`src/rtl/atomik_loader_pkg.sv`:
```
// atomik_loader_pkg: shared constants, parser states and baud helper for the genome loader
package atomik_loader_pkg;
  localparam logic [7:0] MAGIC_A = 8'h41;
  localparam logic [7:0] MAGIC_T = 8'h54;
  localparam logic [7:0] MAGIC_O = 8'h4F;
  localparam logic [7:0] MAGIC_M = 8'h4D;
  localparam logic [1:0] ERR_NONE    = 2'd0;
  localparam logic [1:0] ERR_FRAME   = 2'd1;
  localparam logic [1:0] ERR_CSUM    = 2'd2;
  localparam logic [1:0] ERR_TIMEOUT = 2'd3;
  typedef enum logic [2:0] {
    ST_IDLE,
    ST_MAGIC,
    ST_VERSION,
    ST_FREQ,
    ST_POLICY,
`ifdef ATOMIK_LOADER_CHECKSUM_EN
    ST_DNA,
    ST_CSUM
`else
    ST_DNA
`endif
  } state_t;
  function automatic logic [15:0] phase_inc(input longint clk_freq, input longint baud);
    longint v;
    v = (baud * 64'd1048576 + clk_freq / 2) / clk_freq;
    return v < 1 ? 16'd1 : v > 65535 ? 16'hFFFF : v[15:0];
  endfunction
endpackage

```
`src/rtl/uart_rx_os16.sv`:
```
// uart_rx_os16: synchronised, majority-voted 16x oversampling UART receiver
module uart_rx_os16
  import atomik_loader_pkg::*;
#(
  parameter int CLK_FREQ  = 27000000,
  parameter int BAUD_RATE = 115200
) (
  input  logic       clk,
  input  logic       rst_n,
  input  logic       uart_rx,
  output logic       byte_valid,
  output logic [7:0] rx_byte,
  output logic       frame_err
);
  localparam logic [15:0] INC = phase_inc(CLK_FREQ, BAUD_RATE);
  typedef enum logic [1:0] {RX_IDLE, RX_START, RX_DATA, RX_STOP} rx_state_t;
  rx_state_t   st_q, st_d;
  logic [2:0]  sync_q, sync_d, bit_q, bit_d;
  logic [15:0] acc_q, acc_d;
  logic [3:0]  cnt_q, cnt_d;
  logic [7:0]  sh_q, sh_d;
  logic        bv_q, bv_d, fe_q, fe_d, tick, rx_m;
  always_comb begin
    sync_d = {sync_q[1:0], uart_rx};
    rx_m = (sync_q[0] & sync_q[1]) | (sync_q[1] & sync_q[2]) | (sync_q[0] & sync_q[2]);
    {tick, acc_d} = {1'b0, acc_q} + {1'b0, INC};
    st_d = st_q;
    cnt_d = cnt_q;
    bit_d = bit_q;
    sh_d = sh_q;
    bv_d = 1'b0;
    fe_d = 1'b0;
    if (tick) begin
      cnt_d = cnt_q + 4'd1;
      case (st_q)
        RX_IDLE: begin
          cnt_d = '0;
          st_d = rx_m ? RX_IDLE : RX_START;
        end
        RX_START: if (cnt_q == 4'd7) begin
          cnt_d = '0;
          bit_d = '0;
          st_d = rx_m ? RX_IDLE : RX_DATA;
        end
        RX_DATA: if (cnt_q == 4'd15) begin
          sh_d = {rx_m, sh_q[7:1]};
          bit_d = bit_q + 3'd1;
          st_d = bit_q == 3'd7 ? RX_STOP : RX_DATA;
        end
        RX_STOP: if (cnt_q == 4'd15) begin
          bv_d = rx_m;
          fe_d = ~rx_m;
          st_d = RX_IDLE;
        end
      endcase
    end
  end
  always_ff @(posedge clk or negedge rst_n) begin
    if (!rst_n) begin
      sync_q <= 3'b111;
      acc_q <= '0;
      st_q <= RX_IDLE;
      cnt_q <= '0;
      bit_q <= '0;
      sh_q <= '0;
      bv_q <= 1'b0;
      fe_q <= 1'b0;
    end else begin
      sync_q <= sync_d;
      acc_q <= acc_d;
      st_q <= st_d;
      cnt_q <= cnt_d;
      bit_q <= bit_d;
      sh_q <= sh_d;
      bv_q <= bv_d;
      fe_q <= fe_d;
    end
  end
  assign byte_valid = bv_q;
  assign frame_err = fe_q;
  assign rx_byte = sh_q;
endmodule

```
`src/rtl/uart_genome_loader_mc.sv`:
```
// uart_genome_loader_mc: framed multi-channel genome loader with atomic shadow-to-output commit.
// Define ATOMIK_LOADER_CHECKSUM_EN to require the trailing XOR checksum byte.
module uart_genome_loader_mc
  import atomik_loader_pkg::*;
#(
  parameter int CLK_FREQ    = 27000000,
  parameter int BAUD_RATE   = 115200,
  parameter int NUM_CH      = 2,
  parameter int DNA_BYTES   = 32,
  parameter int TIMEOUT_CYC = 2700000
) (
  input  logic                   clk,
  input  logic                   rst_n,
  input  logic                   uart_rx,
  output logic [NUM_CH*32-1:0]   poly_freq_out,
  output logic [DNA_BYTES*8-1:0] dna_storage,
  output logic                   otp_en,
  output logic                   core_enable,
  output logic                   loader_busy,
  output logic                   load_done,
  output logic                   load_err,
  output logic [1:0]             err_code
);
  localparam int FREQ_W = NUM_CH * 32;
  localparam int DNA_W  = DNA_BYTES * 8;
  logic              byte_valid, frame_err;
  logic [7:0]        rx_byte;
  state_t            st_q, st_d;
  logic [5:0]        idx_q, idx_d;
  logic [7:0]        csum_q, csum_d, csum_nx, magic_exp;
  logic [31:0]       tmo_q, tmo_d;
  logic [FREQ_W-1:0] fsh_q, fsh_d, freq_q, freq_d;
  logic [DNA_W-1:0]  dsh_q, dsh_d, dna_q, dna_d;
  logic              osh_q, osh_d, otp_q, otp_d, core_q, core_d;
  logic              done_q, done_d, err_q, err_d, commit, abort;
  logic [1:0]        ec_q, ec_d;
  logic [2:0]        ch;
  uart_rx_os16 #(.CLK_FREQ(CLK_FREQ), .BAUD_RATE(BAUD_RATE)) u_rx (
    .clk(clk), .rst_n(rst_n), .uart_rx(uart_rx),
    .byte_valid(byte_valid), .rx_byte(rx_byte), .frame_err(frame_err)
  );
  always_comb begin
    st_d = st_q;
    idx_d = idx_q;
    csum_d = csum_q;
    fsh_d = fsh_q;
    dsh_d = dsh_q;
    osh_d = osh_q;
    ec_d = ec_q;
    commit = 1'b0;
    abort = 1'b0;
    ch = idx_q[4:2];
    csum_nx = csum_q ^ rx_byte;
    magic_exp = idx_q[1:0] == 2'd0 ? MAGIC_T : idx_q[1:0] == 2'd1 ? MAGIC_O : MAGIC_M;
    // tmo counts cycles elapsed since the last byte, so the byte cycle itself is cycle 0
    tmo_d = (st_q == ST_IDLE || byte_valid) ? 32'd1 : tmo_q + 32'd1;
    if (byte_valid) begin
      idx_d = idx_q + 6'd1;
      case (st_q)
        ST_IDLE: begin
          idx_d = '0;
          st_d = rx_byte == MAGIC_A ? ST_MAGIC : ST_IDLE;
        end
        ST_MAGIC: begin
          csum_d = '0;
          st_d = rx_byte != magic_exp ? ST_IDLE : idx_q == 6'd2 ? ST_VERSION : ST_MAGIC;
        end
        ST_VERSION: begin
          csum_d = csum_nx;
          idx_d = '0;
          st_d = ST_FREQ;
        end
        ST_FREQ: begin
          csum_d = csum_nx;
          fsh_d[32*ch +: 32] = {fsh_q[32*ch +: 24], rx_byte};
          if (idx_q == 6'(NUM_CH * 4 - 1)) begin
            idx_d = '0;
            st_d = ST_POLICY;
          end
        end
        ST_POLICY: begin
          csum_d = csum_nx;
          osh_d = rx_byte[0];
          idx_d = '0;
          st_d = ST_DNA;
        end
        ST_DNA: begin
          csum_d = csum_nx;
          dsh_d = DNA_W'({dsh_q, rx_byte});
          if (idx_q == 6'(DNA_BYTES - 1)) begin
`ifdef ATOMIK_LOADER_CHECKSUM_EN
            st_d = ST_CSUM;
`else
            commit = 1'b1;
`endif
          end
        end
`ifdef ATOMIK_LOADER_CHECKSUM_EN
        ST_CSUM: begin
          commit = rx_byte == csum_q;
          abort = rx_byte != csum_q;
          ec_d = rx_byte == csum_q ? ec_q : ERR_CSUM;
        end
`endif
        default: st_d = ST_IDLE;
      endcase
    end
    if (frame_err && st_q != ST_IDLE) begin
      abort = 1'b1;
      ec_d = ERR_FRAME;
    end else if (!byte_valid && st_q != ST_IDLE && tmo_q == 32'(TIMEOUT_CYC - 1)) begin
      abort = 1'b1;
      ec_d = ERR_TIMEOUT;
    end
    ec_d = commit ? ERR_NONE : ec_d;
    st_d = (commit || abort) ? ST_IDLE : st_d;
    freq_d = commit ? fsh_d : freq_q;
    dna_d = commit ? dsh_d : dna_q;
    otp_d = commit ? osh_d : otp_q;
    core_d = core_q | commit;
    done_d = commit;
    err_d = abort;
  end
  always_ff @(posedge clk or negedge rst_n) begin
    if (!rst_n) begin
      st_q <= ST_IDLE;
      idx_q <= '0;
      csum_q <= '0;
      tmo_q <= '0;
      fsh_q <= '0;
      dsh_q <= '0;
      osh_q <= 1'b0;
      freq_q <= '0;
      dna_q <= '0;
      otp_q <= 1'b0;
      core_q <= 1'b0;
      done_q <= 1'b0;
      err_q <= 1'b0;
      ec_q <= ERR_NONE;
    end else begin
      st_q <= st_d;
      idx_q <= idx_d;
      csum_q <= csum_d;
      tmo_q <= tmo_d;
      fsh_q <= fsh_d;
      dsh_q <= dsh_d;
      osh_q <= osh_d;
      freq_q <= freq_d;
      dna_q <= dna_d;
      otp_q <= otp_d;
      core_q <= core_d;
      done_q <= done_d;
      err_q <= err_d;
      ec_q <= ec_d;
    end
  end
  assign poly_freq_out = freq_q;
  assign dna_storage = dna_q;
  assign otp_en = otp_q;
  assign core_enable = core_q;
  assign loader_busy = st_q != ST_IDLE;
  assign load_done = done_q;
  assign load_err = err_q;
  assign err_code = ec_q;
endmodule

```
`config.mk`:
```
export PLATFORM = sky130hd
export DESIGN_NAME = uart_genome_loader_mc
export DESIGN_NICKNAME = d
export VERILOG_FILES = /design/src/rtl/atomik_loader_pkg.sv /design/src/rtl/uart_rx_os16.sv /design/src/rtl/uart_genome_loader_mc.sv
export SDC_FILE = /design/constraint.sdc
export NUM_CORES = 1
export LEC_CHECK = 0
export CAP_MARGIN = 10
export CORE_MARGIN = 1.5
export CORE_UTILIZATION = 31
export CTS_CLUSTER_DIAMETER = 120
export DETAILED_ROUTE_END_ITERATION = 16
export GPL_TIMING_DRIVEN = 0
export SLEW_MARGIN = 20
export SYNTH_ARGS = -nofsm -noshare
export SYNTH_HDL_FRONTEND = slang
export SYNTH_SLANG_ARGS = --single-unit
```
`constraint.sdc`:
```
create_clock -name clk -period 9 [get_ports clk]
set_clock_uncertainty 0.05 [all_clocks]
set_input_delay 1.8 -clock clk [delete_from_list [all_inputs] [get_ports clk]]
set_output_delay 1.8 -clock clk [all_outputs]
set_load 0.01 [all_outputs]
```
==> COMMIT_EDITMSG, run 1 <==
Record implementation results from latest flow run

* Period utilisation layout: 0.477
* Overflow left after global routing: 0
* Remaining DRCs: 0
* Worst min path class: flip-flop to flip-flop
* Core Region: 90,100 sq um
- Layout overhead on the synthesized area: 27.9%
- Setup repair after global routing left no endpoint under its margin.
- By instance count after routing, the leading logic cell type is sky130_fd_sc_hd__dfrtp_1.
- The number of cells on the worst reg-to-reg path is 12.
- Total power divided by cell area: 190 nW/um^2
* Portion of the post-synthesis area used by sequential elements: 0.642
* Maximum number of pins on one net before global-route repair: 106
- Per the CTS log, the buffer count on the longest clock path is 3.
- Synthesized flop and latch total: 725
- Port Buf Inserts: 329
* Detailed Routing Iterations Pass 1: 5
- Mean instance size in the synthesized netlist: 14.9 sq um
* Log Warnings: 41
* Cell row count: 110
* Number of buffers and inverters on the critical path: 3
* Arrival time of the worst setup path: 2.44 ns
* Stages on worst setup path: 4
- Gr busiest metal: met2
- Violation tally from detailed-route iteration zero: 772
- H-tree depth reported by CTS: 3
- According to the floorplan report, the total die area is 93,100 sq um.
- Non-Filler Cell Area, Final: 36,200 sq um
- Number of I/O pins: 330
* Ant diodes: 0
* Top layer used by detailed routing: met5
- STA classifies the critical path endpoint as a primary output.
* Detailed Place HPWL: 47,900 um
- Layout Cells excl Fill: 3,568
* Slew @ Worst Pin: 0.879 ns
- The timing report shows that the slowest cell on the worst path is sky130_fd_sc_hd__nor3_1.
* Tot Pwr: 6.89 mW
- The run finished with clean final reports.
* Min setup slack post-route: 4.71 ns
* Largest vdd supply drop: 0.000120 V
- RePlAce Congestion: 0.803
- Number of global-route vias before repair: 18,000
- Of all flip-flops after synthesis, the portion carrying an async set or reset was 1.00.
- The final max-slew violation count recorded for this run is 0.
- The registers of the reported paths see a clock transition of 0.06 ns.
- Mapped Nets: 1,923
- Cell total after placement: 3,414
- In the final design database the tool counted 2,343 nets.
run 1: cells by family after synthesis:
kind of cell,after synthesis,synth area share
multiplexers,648,0.257
AND/OR/NAND/NOR,262,0.0445
XOR/XNOR,37,0.0115
AND-OR/OR-AND,93,0.0192
buffers and inverters,118,0.0181
flip-flops,725,0.642
adder cells (fa/ha/maj),19,0.00832
run 1: path summary, 6_finish.rpt:
kind | startpoint | slack, ns | to
setup / recovery | st_q[1]$_DFFE_PN0P_ | 4.71 | loader_busy
hold / removal | u_rx.sync_q[0]$_DFF_PN1_ | 0.32 | u_rx.sync_q[1]$_DFF_PN1_
setup reg to reg | idx_q[2]$_DFFE_PN0P_ | 5.06 | poly_freq_out[26]$_DFFE_PN0P_
hold reg to reg | u_rx.sync_q[0]$_DFF_PN1_ | 0.32 | u_rx.sync_q[1]$_DFF_PN1_
max in group asynchronous | rst_n | 5.92 | dsh_q[96]$_DFF_PN0_
min in group asynchronous | rst_n | 1.15 | poly_freq_out[56]$_DFFE_PN0P_
run 1: Yosys cell counts (4+ instances only):
master,instances,area share
sky130_fd_sc_hd__dfrtp_1,722,0.64
sky130_fd_sc_hd__mux2_2,619,0.25
sky130_fd_sc_hd__nand2_1,94,0.012
sky130_fd_sc_hd__nor2_1,64,0.0085
sky130_fd_sc_hd__clkbuf_1,50,0.0066
sky130_fd_sc_hd__o21ai_0,49,0.0087
sky130_fd_sc_hd__buf_2,44,0.0078
sky130_fd_sc_hd__mux2i_1,29,0.010
sky130_fd_sc_hd__nand3_1,24,0.0042
sky130_fd_sc_hd__xnor2_1,23,0.0071
sky130_fd_sc_hd__inv_1,21,0.0028
sky130_fd_sc_hd__ha_1,18,0.0080
sky130_fd_sc_hd__a21oi_1,17,0.0030
sky130_fd_sc_hd__xor2_1,14,0.0043
sky130_fd_sc_hd__nor3_1,13,0.0023
sky130_fd_sc_hd__nor4_1,9,0.0020
sky130_fd_sc_hd__or3_1,9,0.0020
sky130_fd_sc_hd__nand4_1,7,0.0015
sky130_fd_sc_hd__nand2b_1,5,0.0011
sky130_fd_sc_hd__a31oi_1,4,0.00088
sky130_fd_sc_hd__nor2b_1,4,0.00088
sky130_fd_sc_hd__nor4bb_1,4,0.0014
sky130_fd_sc_hd__o2bb2ai_1,4,0.0012
sky130_fd_sc_hd__or4_1,4,0.0011
run 1: registers in the layout, summed over array words and instances (netlist names), 3 cells and up, named ones only:
name and count:
u_rx.acc_q 15, st_q 3, dna_storage 256, u_rx.rx_byte 8
dsh_q 256, fsh_q 64, u_rx.sync_q 3, u_rx.cnt_q 4
u_rx.bit_q 3, idx_q 6, poly_freq_out 64, tmo_q 32
run 1: final cells by class:
class | count | area (sq um)
plain buffers | 97 | 434
inverters | 21 | 78.8
multi-input cells | 1059 | 9620
clock inverters | 33 | 425
repair buffers | 336 | 3490
well taps | 1176 | 1470
fillers | 8268 | 54000
flip-flops and latches | 725 | 18100
clock buffers | 121 | 2500
run 1: power by group:
group | total [mW] | switching (mW) | internal [mW] | leakage [nW]
Clock | 3.53 | 1.36 | 2.17 | 1.45
Sequential | 3.27 | 0.00318 | 3.26 | 10.1
Combinational | 0.0938 | 0.0751 | 0.0186 | 5.76
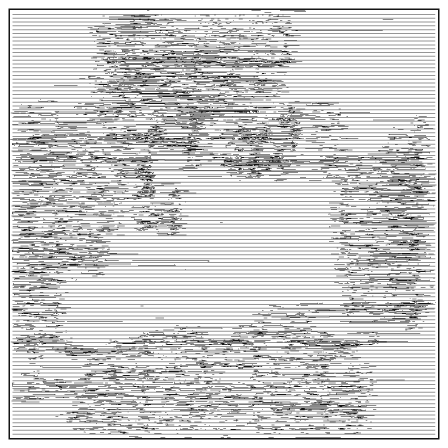
run_1/m1.png
Supply wires on this layer in grey.
2,173 nets have wire on it. The longest straight run is 95.7 um. The wires run mostly horizontal. The layer carries 28.2 mm of wire. The layer holds 43% of the routed length.

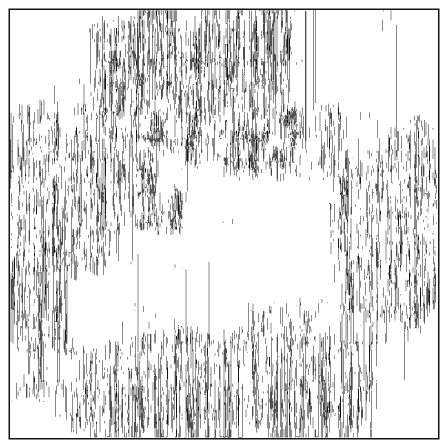
run_1/m2.png
The wires run mostly vertical. The layer carries 32.4 mm of wire.

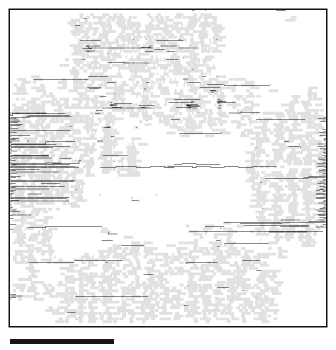
run_1/m3.png
The bar under the picture is 100 um long.
The layer holds 6.2% of the routed length. The wires run mostly horizontal. The layer carries 4,060 um of wire. The longest straight run is 129 um.

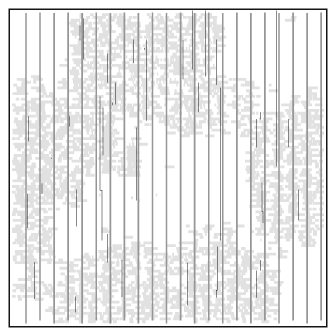
run_1/m4.png
Supply wires on this layer in grey.
The layer holds 2.2% of the routed length. The longest straight run is 150 um.
total via count in the routed design: 16,500
final wirelength: 66,100 um

--- run 2 (diff from run 1) ---
- clock period: 9 -> 4.4 ns (I/O delays scaled with it)
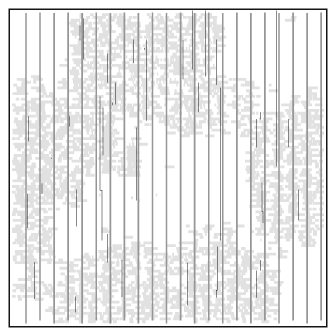
run_2/m4.png
Supply wires on this layer in grey.
The layer carries 1,470 um of wire. The layer holds 2.2% of the routed length. The wires run mostly vertical. The longest straight run is 150 um. 18 nets have wire on it.

==> run 2 against run 1 <==
Net effect:
- setup slack worse by 4.3 ns
- first-iteration DRC count unchanged
- wire length unchanged
- die area unchanged
- utilization unchanged
- sequential share of layout area unchanged
- final cell count unchanged
- combinational power up 100%
- area after synthesis unchanged
- critical endpoint is now poly_freq_out[26]$_DFFE_PN0P_
==> COMMIT_EDITMSG, run 2 <==
Record implementation results from latest flow run

- Run status: finished clean
* Most common cell in the netlist: sky130_fd_sc_hd__dfrtp_1
- The min-delay analysis places its worst path in the category primary input to asynchronous set/reset pin.
- The max-slew violation count is 0 (unchanged).
- The fraction of registers with async set or reset after synthesis is 1.00 (unchanged).
- Overflow left after global routing: 0 (unchanged)
- Core Region: 90,100 sq um (unchanged)
- The sequential standard cell area came to 18,100 sq um (unchanged).
- Mean instance size in the synthesized netlist: 14.9 sq um (unchanged)
* Detailed Place HPWL: 47,900 um (unchanged)
- By area the synthesized netlist is led by sky130_fd_sc_hd__dfrtp_1, sky130_fd_sc_hd__mux2_2, sky130_fd_sc_hd__nand2_1, sky130_fd_sc_hd__mux2i_1, sky130_fd_sc_hd__o21ai_0.
- Overall die area: 93,100 sq um (unchanged)
- The count of boundary I/O pins was 330 (unchanged).
- Setup repair after global routing left no endpoint under its margin.
- Reg2Reg Depth: 12 (unchanged)
* Port Buf Inserts: 329 (unchanged)
- The portion of synthesized cell area occupied by the leading cell type came to 0.639 (unchanged).
- Log Warnings: 41 (unchanged)
- Cell row count: 110 (unchanged)
- Total via count in the routed design: 16,500 (unchanged)
- FF-to-FF Start: idx_q[2]$_DFFE_PN0P_
- Clock slew at the register clock pins of the worst setup and hold paths: 0.06 ns (about the same)
* Library cell occupying the most area in the post-synthesis netlist: sky130_fd_sc_hd__dfrtp_1
- The number of standard cells in the final layout excluding fillers came to 3,568 (unchanged).
[run 2: logic make-up after synthesis]
group / count (synthesis) / share of synthesized area
adder cells (fa/ha/maj): 19 / 0.00832
multiplexers: 648 / 0.257
AND-OR/OR-AND: 93 / 0.0192
buffers and inverters: 118 / 0.0181
XOR/XNOR: 37 / 0.0115
flip-flops: 725 / 0.642
AND/OR/NAND/NOR: 262 / 0.0445
[run 2: cell type report]
| cell class | instances | share of cell area |
|---|---|---|
| sequential | 725 | 0.502 |
| tap | 1176 | 0.0407 |
| multi-input combinational | 1059 | 0.266 |
| clock buffer | 121 | 0.0692 |
| clock inverter | 33 | 0.0118 |
| inverter | 21 | 0.00218 |
| timing repair buffer | 336 | 0.0965 |
| buffer | 97 | 0.0120 |
[run 2: worst max-delay path by stage]
stage	from	to	slack, ns	cells past startpoint
final	idx_q[2]$_DFFE_PN0P_	poly_freq_out[26]$_DFFE_PN0P_	0.46	12
after detailed placement	idx_q[2]$_DFFE_PN0P_	poly_freq_out[10]$_DFFE_PN0P_	0.48	12
after floorplan	idx_q[2]$_DFFE_PN0P_	poly_freq_out[10]$_DFFE_PN0P_	1.34	12
after CTS	idx_q[2]$_DFFE_PN0P_	poly_freq_out[23]$_DFFE_PN0P_	0.44	12
after global placement	rst_n	dna_storage[75]$_DFFE_PN0P_	-28.92	1
after global routing	idx_q[2]$_DFFE_PN0P_	poly_freq_out[11]$_DFFE_PN0P_	0.14	12
[run 2: power breakdown]
part,internal [mW],switching [mW],leakage [nW]
Clock,4.43,2.78,1.45
Combinational,0.0381,0.154,5.76
Sequential,6.68,0.00650,10.1
[run 2: worst register-to-register path: stages, from the launching register on]
cell                       delay (ns)
sky130_fd_sc_hd__dfrtp_1         0.40
sky130_fd_sc_hd__buf_2           0.33
sky130_fd_sc_hd__buf_1           0.63
sky130_fd_sc_hd__inv_1           0.17
sky130_fd_sc_hd__ha_1            0.27
sky130_fd_sc_hd__inv_1           0.06
sky130_fd_sc_hd__ha_1            0.11
sky130_fd_sc_hd__clkbuf_1        0.25
sky130_fd_sc_hd__nor4_1          0.08
sky130_fd_sc_hd__nand3_1         0.22
sky130_fd_sc_hd__clkbuf_1        0.55
sky130_fd_sc_hd__mux2_2          0.43
sky130_fd_sc_hd__mux2_2          0.27
[run 2: routing by layer]
metal / GRT usage / up-vias / wire length, um
li1: - / 7543 / -
met1: 0.177 / 8496 / 28200
met2: 0.239 / 381 / 32400
met3: 0.0382 / 93 / 4060
met4: 0.0436 / 4 / 1470
met5: 0 / - / 17
run_2/clock_nets.png
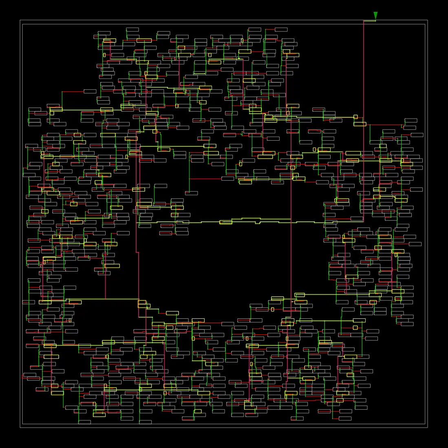

--- run 3 (diff from run 2) ---
- MAX_ROUTING_LAYER: unset -> met4
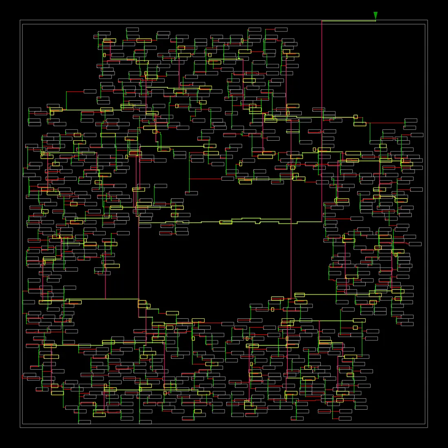
run_3/clock_nets.png
Clk. pwr: 7.22 mW
number of sinks on the clock net: 725
flip-flops: 725

==> run 3 against run 2 <==
Net effect:
- hold slack worse by 0.0013 ns
- critical endpoint is now poly_freq_out[10]$_DFFE_PN0P_
- final area is essentially flat
- global-route usage increased by 0.44 points
- clock power about the same
- critical path depth is the same
==> COMMIT_EDITMSG, run 3 <==
Record implementation results from latest flow run

- The count of port buffers added during placement came to 329 (unchanged).
- Overflow left after global routing: 0 (unchanged)
- Looking at the reg2reg group, the worst path starts from idx_q[2]$_DFFE_PN0P_.
- According to the hold report, the worst path is of the primary input to asynchronous set/reset pin type.
- Final Hold Viols: 0
- Core Region: 90,100 sq um (unchanged)
* Fraction of post-synthesis cell area in the top cell type by area: 0.639 (unchanged)
- The max-slew violation count came to 0 (unchanged).
- Mean instance size in the synthesized netlist: 14.9 sq um (unchanged)
* Critical Path Source: idx_q[2]$_DFFE_PN0P_
- By area the synthesized netlist is led by sky130_fd_sc_hd__dfrtp_1, sky130_fd_sc_hd__mux2_2, sky130_fd_sc_hd__nand2_1, sky130_fd_sc_hd__mux2i_1, sky130_fd_sc_hd__o21ai_0.
- Fin Setup TNS: 0 ns
- The synthesis stats list as the most numerous cell sky130_fd_sc_hd__dfrtp_1.
* Clock slew at the register clock pins of the worst setup and hold paths: 0.06 ns (about the same)
* Overall die area: 93,100 sq um (unchanged)
- The cell row count was 110 (unchanged).
- Maximum number of pins on one net before global-route repair: 106
- Run status: finished clean
* Detailed Place HPWL: 47,900 um (unchanged)
- The tally of OpenROAD warnings came to 41 (unchanged).
* Setup repair after global routing missed its margin: no
- Worst setup path end: poly_freq_out[10]$_DFFE_PN0P_
- Async set-reset flop share out of synthesis: 1.00 (unchanged)
- sky130_fd_sc_hd__dfrtp_1 takes more of the synthesized area than any other cell.
- The number of cells on the worst reg-to-reg path is 12 (unchanged).
- Number of I/O pins: 330 (unchanged)
* Layout Cells excl Fill: 3,570 (+0.056%)
* Root cell of the clock tree: sky130_fd_sc_hd__clkbuf_16
run 3: cell types whose count changed in the layout (fill, tap and decap cells not counted):
| cell | before | now |
|---|---|---|
| sky130_fd_sc_hd__diode_2 | 0 | 2 |
run 3: worst min path at each step:
stage / start / to / depth (start not counted)
after CTS: rst_n / idx_q[3]$_DFFE_PN0P_ / 1
after floorplan: u_rx.sync_q[0]$_DFF_PN1_ / u_rx.sync_q[1]$_DFF_PN1_ / 0
final: rst_n / poly_freq_out[56]$_DFFE_PN0P_ / 1
after global placement: u_rx.sync_q[1]$_DFF_PN1_ / u_rx.sync_q[2]$_DFF_PN1_ / 0
after global routing: rst_n / poly_freq_out[62]$_DFFE_PN0P_ / 1
after detailed placement: u_rx.sync_q[0]$_DFF_PN1_ / u_rx.sync_q[1]$_DFF_PN1_ / 0
run 3: critical path: stages, from the launching register on:
cell and delay (ns):
sky130_fd_sc_hd__dfrtp_1 0.40, sky130_fd_sc_hd__buf_2 0.33, sky130_fd_sc_hd__buf_1 0.65, sky130_fd_sc_hd__inv_1 0.16
sky130_fd_sc_hd__ha_1 0.26, sky130_fd_sc_hd__inv_1 0.06, sky130_fd_sc_hd__ha_1 0.11, sky130_fd_sc_hd__clkbuf_1 0.25
sky130_fd_sc_hd__nor4_1 0.08, sky130_fd_sc_hd__nand3_1 0.22, sky130_fd_sc_hd__clkbuf_1 0.54, sky130_fd_sc_hd__mux2_2 0.44
sky130_fd_sc_hd__mux2_2 0.26
run 3: cells by family (layout without fill, tap and decap cells):
| kind of cell | count (synthesis) | count (layout) | synth area share |
|---|---|---|---|
| multiplexers | 648 | 648 | 0.257 |
| buffers and inverters | 118 | 608 | 0.0181 |
| AND/OR/NAND/NOR | 262 | 262 | 0.0445 |
| AND-OR/OR-AND | 93 | 93 | 0.0192 |
| XOR/XNOR | 37 | 37 | 0.0115 |
| flip-flops | 725 | 725 | 0.642 |
| adder cells (fa/ha/maj) | 19 | 19 | 0.00832 |
| other | 0 | 2 | 0 |
run 3: power by group:
part	leakage, nW	internal (mW)	switching [mW]
combinational	5.76	0.0381	0.154
clock	1.45	4.43	2.79
sequential	10.1	6.68	0.00650
total	17.3	11.1	2.95
run 3: cell type report:
| class | count | area, sq um |
|---|---|---|
| Buffer | 97 | 434 |
| Multi-Input combinational cell | 1059 | 9620 |
| Antenna cell | 2 | 5.00 |
| Sequential cell | 725 | 18100 |
| Inverter | 21 | 78.8 |
| Tap cell | 1176 | 1470 |
| Clock buffer | 121 | 2500 |
| Timing Repair Buffer | 336 | 3490 |
| Fill cell | 8267 | 54000 |
| Clock inverter | 33 | 425 |
run 3: layer usage:
layer,vias up,global-route usage,part of all wire
met5,-,-,0
met1,8499,0.178,0.43
met3,97,0.0380,0.062
li1,7548,-,-
met2,375,0.238,0.49
met4,0,0.0436,0.022
No activity file was given, so power comes from the tool's default toggle rates.
